===== config.mk =====
export PLATFORM = sky130hd
export DESIGN_NAME = match_monitor
export DESIGN_NICKNAME = d
export VERILOG_FILES = /design/src/rtl/recognize_pkg.sv /design/src/rtl/window_timer.sv /design/src/rtl/match_monitor.sv
export SDC_FILE = /design/constraint.sdc
export NUM_CORES = 1
export LEC_CHECK = 0
export ABC_CLOCK_PERIOD_IN_PS = 1900
export CORE_AREA = 8 8 51 57
export CTS_BUF_LIST = sky130_fd_sc_hd__clkbuf_8
export DETAILED_ROUTE_END_ITERATION = 10
export DIE_AREA = 0 0 59 65
export DONT_BUFFER_PORTS = 1
export GPL_ROUTABILITY_DRIVEN = 0
export PLACE_DENSITY_LB_ADDON = 0.05
export SLEW_MARGIN = 10
export SYNTH_ARGS = -nofsm -noshare
export SYNTH_HDL_FRONTEND = slang
export SYNTH_SLANG_ARGS = --single-unit

===== constraint.sdc =====
create_clock -name clk -period 1.9 [get_ports clk]
set_input_delay 0.57 -clock clk [delete_from_list [all_inputs] [get_ports clk]]
set_output_delay 0.57 -clock clk [all_outputs]
set_load 0.01 [all_outputs]

===== src/rtl/recognize_pkg.sv =====
// Shared types for the "110" sequence recognizer and its consumers.
// Holds the recognizer state encoding, the state that denotes a match,
// and the report-register state encoding used by match_monitor.
package recognize_pkg;

  typedef enum logic [1:0] {
    S0 = 2'd0,
    S1 = 2'd1,
    S2 = 2'd2,
    S3 = 2'd3
  } state_t;

  // The recognizer sits in this state for exactly the cycles that end a match.
  localparam state_t MATCH_STATE = S3;

  typedef enum logic {
    RPT_EMPTY = 1'b0,
    RPT_FULL  = 1'b1
  } rpt_state_t;

endpackage


===== src/rtl/window_timer.sv =====
// Free-running window timer: counts 0..WINDOW-1 and flags the last cycle
// of every window with close. reset and clear both restart the count so
// the first window begins on the first cycle they are low.
module window_timer #(
  parameter int WINDOW = 16
) (
  input  logic clk,
  input  logic reset,
  input  logic clear,
  output logic close
);

  localparam int W = (WINDOW > 2) ? $clog2(WINDOW) : 1;

  logic [W-1:0] wcnt_q;
  logic [W-1:0] wcnt_d;

  // Terminal count detection and wrap.
  always_comb begin
    close  = (wcnt_q == W'(WINDOW - 1));
    wcnt_d = close ? '0 : wcnt_q + W'(1);
  end

  // Window position register; reset has priority over clear.
  always_ff @(posedge clk) begin
    if (reset || clear) begin
      wcnt_q <= '0;
    end else begin
      wcnt_q <= wcnt_d;
    end
  end

endmodule


===== src/rtl/match_monitor.sv =====
// match_monitor: counts recognizer match events (st == S3) over fixed
// windows of WINDOW cycles and posts each window's count through a
// one-entry report register.
//
// Report handshake: rpt_valid is high while a report is held; the report
// is consumed at the clock edge where rpt_valid && rpt_ready. A window
// closing while a report is still held overwrites it and raises the
// sticky rpt_drop flag, which falls at the next consumed report.
//
// Build option: define MATCH_MONITOR_SAT_EN to make the accumulator and the
// reported count saturate at all-ones instead of wrapping.
module match_monitor
  import recognize_pkg::*;
#(
  parameter int WINDOW = 16,
  parameter int CNT_W  = 8
) (
  input  logic             clk,
  input  logic             reset,
  input  state_t           st,
  input  logic             clear,
  output logic             match,
  output logic             rpt_valid,
  input  logic             rpt_ready,
  output logic [CNT_W-1:0] rpt_count,
  output logic             rpt_drop
);

  logic             close;
  logic             ev;
  logic             hs;
  logic [CNT_W-1:0] sum;

  logic             match_q;
  logic [CNT_W-1:0] acc_q;
  logic [CNT_W-1:0] count_q;
  logic             drop_q;
  rpt_state_t       state_q;

  window_timer #(.WINDOW(WINDOW)) u_timer (
    .clk   (clk),
    .reset (reset),
    .clear (clear),
    .close (close)
  );

  // Event detect and running sum including this cycle's event.
  always_comb begin
    ev = (st == MATCH_STATE);
    hs = (state_q == RPT_FULL) && rpt_ready;
`ifdef MATCH_MONITOR_SAT_EN
    sum = (ev && (acc_q != {CNT_W{1'b1}})) ? acc_q + CNT_W'(1) : acc_q;
`else
    sum = acc_q + CNT_W'(ev);
`endif
  end

  // Match pulse, accumulator and report FSM; reset beats clear, and clear
  // discards any close or handshake in the same cycle.
  always_ff @(posedge clk) begin
    if (reset) begin
      match_q <= 1'b0;
      acc_q   <= '0;
      count_q <= '0;
      drop_q  <= 1'b0;
      state_q <= RPT_EMPTY;
    end else begin
      match_q <= ev;
      if (clear) begin
        acc_q   <= '0;
        count_q <= '0;
        drop_q  <= 1'b0;
        state_q <= RPT_EMPTY;
      end else begin
        acc_q <= close ? '0 : sum;
        case (state_q)
          RPT_EMPTY: begin
            if (close) begin
              count_q <= sum;
              drop_q  <= 1'b0;
              state_q <= RPT_FULL;
            end
          end
          RPT_FULL: begin
            if (close) begin
              count_q <= sum;
              drop_q  <= !hs;
            end else if (hs) begin
              drop_q  <= 1'b0;
              state_q <= RPT_EMPTY;
            end
          end
          default: state_q <= RPT_EMPTY;
        endcase
      end
    end
  end

  assign match     = match_q;
  assign rpt_valid = (state_q == RPT_FULL);
  assign rpt_count = count_q;
  assign rpt_drop  = drop_q;

endmodule


==> run_1/met2.png <==
Cells faint in the background.
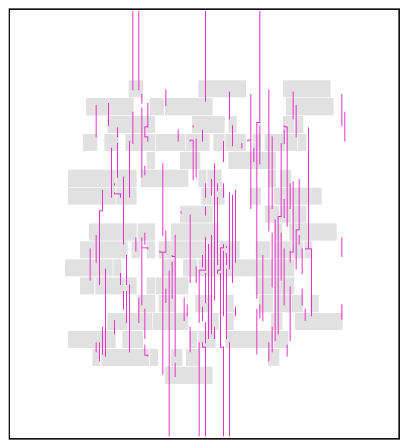
The layer carries 889 um of wire. The layer holds 48% of the routed length. The longest straight run is 26.7 um.
via count: 683
total routed wirelength: 1.85 mm

==> run_1/final_congestion.png <==
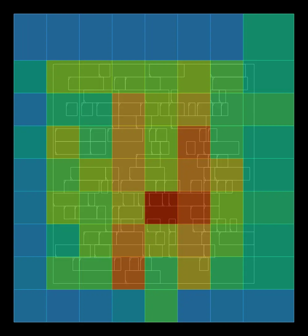
post-detailed-route wirelength per cell: 14.3 um
met1 track demand over resource: 11.9%
met2 Track Usage GR: 17.3%
Global Route Usage Sum: 10.6%
share of the core filled with cells in the final layout: 51.5%

==> run_1/metal_stack.png <==
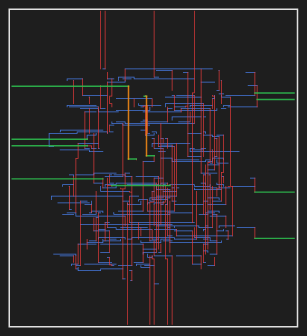
Blue shows met1, wire length 815 um. Green shows met3, wire length 121 um. Red shows met2, wire length 889 um. Orange shows met4, wire length 27.2 um.

==> run_1/met3.png <==
Scale bar: 20 um. Cells faint in the background.
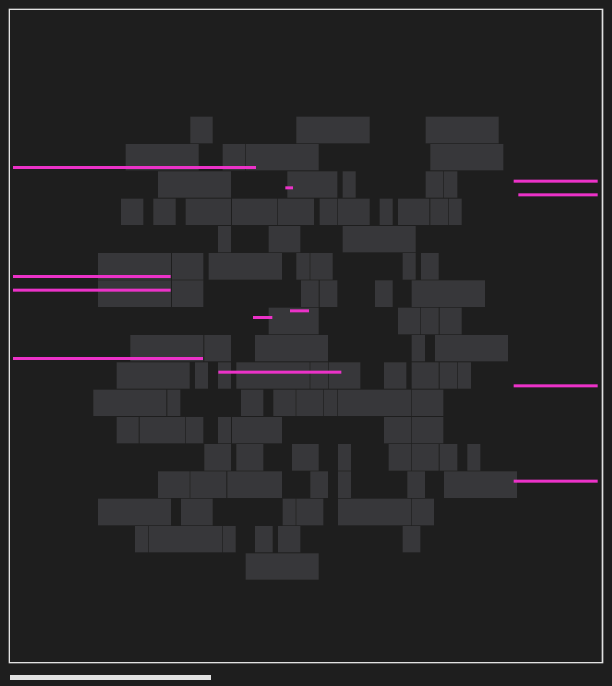
The wires run mostly horizontal. The longest straight run is 23.9 um. 10 nets have wire on it. The layer carries 121 um of wire. The layer holds 6.5% of the routed length.
met3 demand-to-capacity share in global routing: 3.75%

==> impl_metrics.xml, run 1 <==
<?xml version="1.0" encoding="UTF-8"?>
<metrics>
  <group name="floorplanning">
    <metric name="io_pins" unit="">17</metric>
    <metric name="die_width" unit="um">59</metric>
    <metric name="die_h" unit="um">65</metric>
    <metric name="initial_core_util" unit="%">46.4</metric>
  </group>
  <group name="yosys">
    <metric name="yosys.stat.chipArea" unit="sq um">908</metric>
    <metric name="top_area_share" unit="%">50.7</metric>
    <metric name="synthXorXnorAreaFrac" unit="%">4.82</metric>
    <metric name="ys_sh_simple" unit="%">26.3</metric>
    <metric name="yosys_cells" unit="">95</metric>
    <metric name="synth.cellmix.compoundShare" unit="%">13.6</metric>
    <metric name="ys_top_cells_by_count" unit="">sky130_fd_sc_hd__dfxtp_1 (23), sky130_fd_sc_hd__nor2_1 (10), sky130_fd_sc_hd__nand2_1 (9)</metric>
    <metric name="netlist.top_cell.by_area" unit="">sky130_fd_sc_hd__dfxtp_1</metric>
    <metric name="ys.flops" unit="">23</metric>
    <metric name="dominantRegCellSynth" unit="">sky130_fd_sc_hd__dfxtp_1</metric>
    <metric name="edf_count" unit="">0</metric>
    <metric name="seq_area_frac_synth" unit="%">50.7</metric>
    <metric name="postSynthCellCount" unit="">95</metric>
    <metric name="synth.most_common_cell" unit="">sky130_fd_sc_hd__dfxtp_1</metric>
    <metric name="postSynthAreaPerCell" unit="sq um">9.56</metric>
  </group>
  <group name="critical_path">
    <metric name="critical_path.slowest_cell" unit="">sky130_fd_sc_hd__or4_1</metric>
    <metric name="cp_data_arrival_time" unit="ns">1.78</metric>
    <metric name="critPathLaunch" unit="">st[0]</metric>
    <metric name="timing.critical_path.cells" unit="">and2_1 &gt; ha_1 &gt; ha_1 &gt; nand2_1 &gt; or4_1 &gt; nand3_1</metric>
    <metric name="critical-path-max-stage-delay" unit="ns">0.49</metric>
    <metric name="required_time_of_the_critical_path" unit="ns">2.11</metric>
    <metric name="setup.worst_path.end" unit="">rpt_count[6]</metric>
    <metric name="path_depth" unit="">6</metric>
    <metric name="r2r_cells" unit="">4</metric>
    <metric name="worst_path_dominant_cell_family" unit="">simple AND/OR/NAND/NOR gates</metric>
    <metric name="critical_path_buf_inv_count" unit="">0</metric>
    <metric name="critPathCaptureType" unit="">register</metric>
    <metric name="r2r_start" unit="">u_timer.wcnt_q[0]</metric>
    <metric name="timing.rr.end" unit="">rpt_count[6]</metric>
  </group>
  <group name="final_timing">
    <metric name="min_period_over_period" unit="%">82.9</metric>
    <metric name="timing.final.hold_violations" unit="">0</metric>
    <metric name="finalWorstSetupSlack" unit="ns">0.325</metric>
    <metric name="slew_violations" unit="">0</metric>
    <metric name="slew-limit-headroom" unit="%">77.8</metric>
    <metric name="rsz0062_at_grt" unit="">no</metric>
    <metric name="fin_hold_ws" unit="ns">0.370</metric>
    <metric name="finalWorstPathRequiredPeriod" unit="ns">1.58</metric>
    <metric name="fmax" unit="MHz">635</metric>
    <metric name="worst-slew-pin-transition" unit="ns">0.332</metric>
  </group>
  <group name="final_layout">
    <metric name="diodes" unit="">0</metric>
    <metric name="finish.cell_count_without_fillers" unit="">129</metric>
    <metric name="buffers" unit="">3</metric>
    <metric name="flop_area" unit="sq um">460</metric>
    <metric name="flow.area_growth_from_synthesis" unit="%">10.9</metric>
    <metric name="final-comb-area" unit="sq um">444</metric>
    <metric name="number_of_logic_gates" unit="">71</metric>
    <metric name="stdcell_area" unit="sq mm">0.00101</metric>
    <metric name="drive_gt1_share" unit="%">10.9</metric>
    <metric name="most_frequent_cells_in_the_layout" unit="">sky130_fd_sc_hd__dfxtp_1 (23), sky130_fd_sc_hd__nor2_1 (10), sky130_fd_sc_hd__nand2_1 (9)</metric>
    <metric name="filler_cell_count" unit="">196</metric>
    <metric name="non_clock_inverter_count" unit="">0</metric>
    <metric name="layout_buffering_overhead_excluding_clock_cells" unit="%">2.24</metric>
  </group>
  <group name="clocking">
    <metric name="cts.sink_count" unit="">23</metric>
    <metric name="ctsHtreeMaxLevel" unit="">1</metric>
    <metric name="cts_tree" unit="">yes</metric>
    <metric name="cts_hold_buf" unit="">0</metric>
    <metric name="cts-buffers-inserted" unit="">3</metric>
    <metric name="clk_root_buffer_cell" unit="">sky130_fd_sc_hd__clkbuf_8</metric>
  </group>
  <group name="global_route">
    <metric name="top_usage_layer" unit="">met2</metric>
    <metric name="grt_pass1_vias" unit="">672</metric>
    <metric name="first_pass_grt_wire_length" unit="mm">3.17</metric>
  </group>
  <group name="min_path">
    <metric name="hold_path_end" unit="">match</metric>
    <metric name="timing.hold.worst_path_depth" unit="">1</metric>
    <metric name="hp-class" unit="">in -&gt; reg</metric>
  </group>
  <group name="placement">
    <metric name="placed_cell_area" unit="sq um">962</metric>
    <metric name="dp.cells" unit="">125</metric>
    <metric name="io_buffers" unit="">0</metric>
    <metric name="detailed_place_hpwl" unit="mm">1.37</metric>
  </group>
  <group name="pwr">
    <metric name="comb-power" unit="W">0.0000254</metric>
    <metric name="power_top_consumer" unit="">sequential cells</metric>
    <metric name="power.switching" unit="W">0.000164</metric>
    <metric name="power-per-cell-area" unit="mW/mm^2">800</metric>
    <metric name="clock_net_power" unit="W">0.000292</metric>
    <metric name="vdd.ir_drop.worst" unit="uV">511</metric>
  </group>
  <group name="route">
    <metric name="routed-wl-met2" unit="um">888</metric>
    <metric name="dr_wl_met3" unit="um">120</metric>
    <metric name="wirelength_met1" unit="um">814</metric>
    <metric name="drtIter0Drc" unit="">11</metric>
    <metric name="dr.pass1.iters" unit="">4</metric>
    <metric name="antenna_violating_nets_post_route" unit="">0</metric>
  </group>
  <group name="run">
    <metric name="log.warning_count" unit="">26</metric>
    <metric name="cap_violations" unit="">0</metric>
  </group>
  <group name="run_status">
    <metric name="run_status" unit="">finished, final reports clean</metric>
  </group>
</metrics>
==> run_1/clock_map.png <==
Scale bar: 20 um.
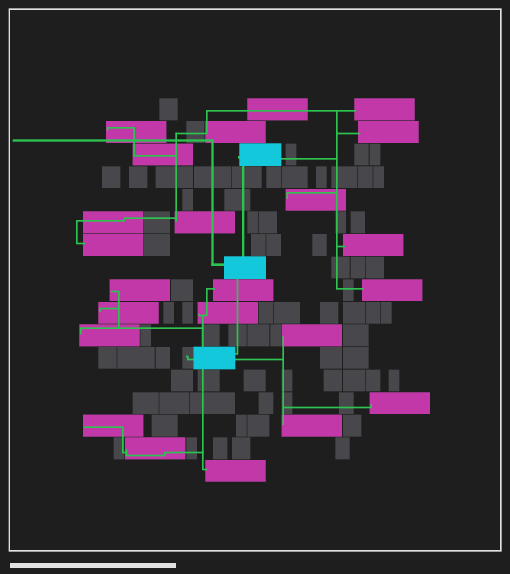

## Run 2: what changed since run 1
--- a/config.mk
+++ b/config.mk
@@ -5,7 +5,7 @@
 export SDC_FILE = /design/constraint.sdc
 export NUM_CORES = 1
 export LEC_CHECK = 0
-export ABC_CLOCK_PERIOD_IN_PS = 1900
+export ABC_CLOCK_PERIOD_IN_PS = 1600
 export CORE_AREA = 8 8 51 57
 export CTS_BUF_LIST = sky130_fd_sc_hd__clkbuf_8
 export DETAILED_ROUTE_END_ITERATION = 10
==> constraint.sdc (replaced) <==
create_clock -name clk -period 1.6 [get_ports clk]
set_input_delay 0.48 -clock clk [delete_from_list [all_inputs] [get_ports clk]]
set_output_delay 0.48 -clock clk [all_outputs]
set_load 0.01 [all_outputs]
==> run_2/clock_map.png <==
Scale bar: 20 um.
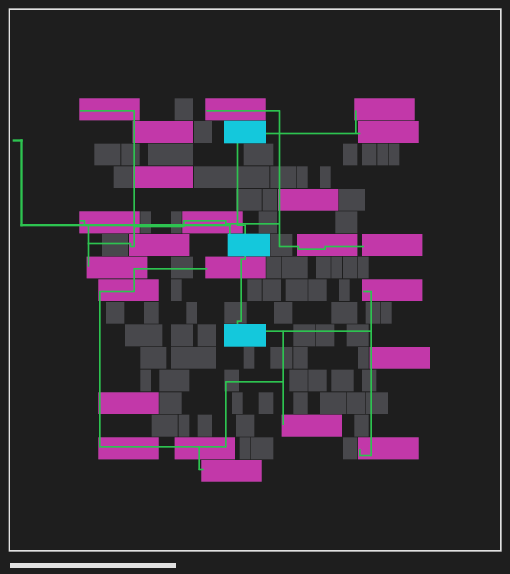
Green shows clock wires, length 289 um. Cyan shows cells driving clock nets, count 3. Magenta shows flip-flops, count 23.
There are 4 routed clock nets.
share of total power in the clock network: 36.9%
clock group power: 0.000356 W

==> run_2/met2.png <==
Cells faint in the background.
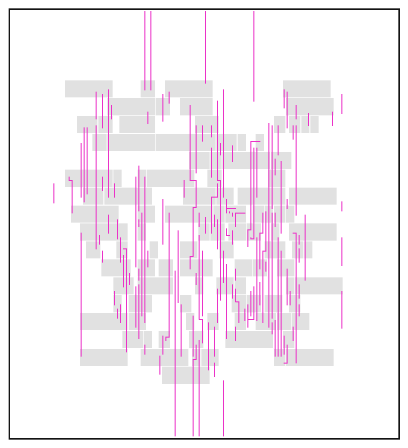
The layer carries 918 um of wire. The layer holds 50% of the routed length. 97 nets have wire on it.
met2 Track Usage GR: 16.5%
via count: 698
total routed wirelength: 1.83 mm

==> run 2 against run 1 <==
Largest power group unchanged. Sequential power rose by 19%. Critical path depth is 2 lower. Synthesized cell count did not move. Cell count is 3.1% higher. Global-route usage hardly changed. First-iteration DRC count grew 45%. Worst setup slack lost 0.17 ns. Clock power grew 22%. Hold slack worse by 0.089 ns. Sequential share of layout area shrank 2.1 points. Via count rose by 2.2%. Non-clock buffer count rose by 4.
==> impl_metrics.xml, run 2 <==
<?xml version="1.0" encoding="UTF-8"?>
<metrics>
  <group name="final_layout">
    <metric name="most_frequent_cells_in_the_layout" unit="">sky130_fd_sc_hd__dfxtp_1 (23), sky130_fd_sc_hd__nor2_1 (10), sky130_fd_sc_hd__nand2_1 (8)</metric>
    <metric name="layout_buffering_overhead_excluding_clock_cells" unit="%">4.98</metric>
    <metric name="filler_cell_count" unit="">201</metric>
    <metric name="postLayoutCoreUtil" unit="%">54.0</metric>
    <metric name="buffers" unit="">7</metric>
    <metric name="drive_gt1_share" unit="%">18.1</metric>
    <metric name="diodes" unit="">0</metric>
    <metric name="non_clock_inverter_count" unit="">0</metric>
    <metric name="number_of_logic_gates" unit="">71</metric>
    <metric name="finish.cell_count_without_fillers" unit="">133</metric>
    <metric name="flow.area_growth_from_synthesis" unit="%">16.3</metric>
    <metric name="final-comb-area" unit="sq um">462</metric>
    <metric name="flop_area" unit="sq um">460</metric>
    <metric name="stdcell_area" unit="sq mm">0.00106</metric>
  </group>
  <group name="critical_path">
    <metric name="critical_path_buf_inv_count" unit="">0</metric>
    <metric name="path_depth" unit="">4</metric>
    <metric name="critPathLaunch" unit="">u_timer.wcnt_q[0]</metric>
    <metric name="critical-path-max-stage-delay" unit="ns">0.54</metric>
    <metric name="timing.critical_path.cells" unit="">ha_1 &gt; nand3_2 &gt; or4_1 &gt; nand3_1</metric>
    <metric name="required_time_of_the_critical_path" unit="ns">1.80</metric>
    <metric name="r2r_cells" unit="">4</metric>
    <metric name="cp_data_arrival_time" unit="ns">1.65</metric>
    <metric name="timing.rr.end" unit="">rpt_count[6]</metric>
    <metric name="setup.worst_path.end" unit="">rpt_count[6]</metric>
    <metric name="critPathCaptureType" unit="">register</metric>
    <metric name="timing.critical_path.from_type" unit="">register</metric>
    <metric name="r2r_start" unit="">u_timer.wcnt_q[0]</metric>
    <metric name="worst_path_dominant_cell_family" unit="">simple AND/OR/NAND/NOR gates</metric>
  </group>
  <group name="yosys">
    <metric name="dominantRegCellSynth" unit="">sky130_fd_sc_hd__dfxtp_1</metric>
    <metric name="ys_top_cells_by_count" unit="">sky130_fd_sc_hd__dfxtp_1 (23), sky130_fd_sc_hd__nor2_1 (10), sky130_fd_sc_hd__nand2_1 (9)</metric>
    <metric name="edf_count" unit="">0</metric>
    <metric name="postSynthCellCount" unit="">95</metric>
    <metric name="synthXorXnorAreaFrac" unit="%">4.82</metric>
    <metric name="yosys_cells" unit="">95</metric>
    <metric name="seq_area_frac_synth" unit="%">50.7</metric>
    <metric name="topCombFamilyByArea" unit="">simple AND/OR/NAND/NOR gates</metric>
    <metric name="netlist.top_cell.by_area" unit="">sky130_fd_sc_hd__dfxtp_1</metric>
    <metric name="ys.flops" unit="">23</metric>
    <metric name="top_area_share" unit="%">50.7</metric>
    <metric name="yosys.stat.chipArea" unit="sq um">908</metric>
    <metric name="synth.cellmix.compoundShare" unit="%">13.6</metric>
    <metric name="postSynthAreaPerCell" unit="sq um">9.56</metric>
    <metric name="synth.most_common_cell" unit="">sky130_fd_sc_hd__dfxtp_1</metric>
    <metric name="ys_sh_simple" unit="%">26.3</metric>
  </group>
  <group name="final_timing">
    <metric name="worst-slew-pin-transition" unit="ns">0.323</metric>
    <metric name="slew_violations" unit="">0</metric>
    <metric name="rsz0062_at_grt" unit="">no</metric>
    <metric name="slew-limit-headroom" unit="%">78.4</metric>
    <metric name="fin_hold_ws" unit="ns">0.281</metric>
    <metric name="timing.final.hold_violations" unit="">0</metric>
    <metric name="fmax" unit="MHz">690</metric>
    <metric name="finalWorstPathRequiredPeriod" unit="ns">1.45</metric>
    <metric name="finalWorstSetupSlack" unit="ns">0.150</metric>
  </group>
  <group name="pwr">
    <metric name="comb-power" unit="W">0.0000305</metric>
    <metric name="vdd.ir_drop.worst" unit="uV">515</metric>
    <metric name="power_top_consumer" unit="">sequential cells</metric>
    <metric name="power-per-cell-area" unit="mW/mm^2">915</metric>
  </group>
  <group name="route">
    <metric name="dr_wl_met3" unit="um">117</metric>
    <metric name="antenna_violating_nets_post_route" unit="">0</metric>
    <metric name="drt-vias-per-instance" unit="">5.25</metric>
    <metric name="dr.pass1.iters" unit="">4</metric>
    <metric name="wirelength_met1" unit="um">785</metric>
    <metric name="routed-wl-met2" unit="um">918</metric>
    <metric name="wl_per_cell" unit="um">13.8</metric>
  </group>
  <group name="global_route">
    <metric name="gr-usage-met1" unit="%">12.7</metric>
    <metric name="top_usage_layer" unit="">met2</metric>
    <metric name="grt_pass1_vias" unit="">706</metric>
    <metric name="globalRouteTotalUtil" unit="%">10.6</metric>
    <metric name="gr-usage-met3" unit="%">3.35</metric>
    <metric name="first_pass_grt_wire_length" unit="mm">3.19</metric>
  </group>
  <group name="clocking">
    <metric name="clk_root_buffer_cell" unit="">sky130_fd_sc_hd__clkbuf_8</metric>
    <metric name="cts.sink_count" unit="">23</metric>
    <metric name="cts_tree" unit="">yes</metric>
    <metric name="cts-buffers-inserted" unit="">3</metric>
    <metric name="cts_hold_buf" unit="">0</metric>
    <metric name="ctsHtreeMaxLevel" unit="">1</metric>
  </group>
  <group name="min_path">
    <metric name="hp-class" unit="">in -&gt; reg</metric>
    <metric name="hold_path_end" unit="">match</metric>
    <metric name="timing.hold.worst_path_depth" unit="">1</metric>
  </group>
  <group name="run">
    <metric name="log.warning_count" unit="">27</metric>
    <metric name="cap_violations" unit="">0</metric>
  </group>
  <group name="floorplanning">
    <metric name="die_width" unit="um">59</metric>
    <metric name="die_h" unit="um">65</metric>
    <metric name="io_pins" unit="">17</metric>
    <metric name="initial_core_util" unit="%">46.4</metric>
  </group>
  <group name="placement">
    <metric name="dp.cells" unit="">129</metric>
    <metric name="placed_cell_area" unit="sq mm">0.00101</metric>
    <metric name="detailed_place_hpwl" unit="mm">1.39</metric>
  </group>
  <group name="run_status">
    <metric name="run_status" unit="">finished, final reports clean</metric>
  </group>
</metrics>
Power and IR drop assume default switching activity.
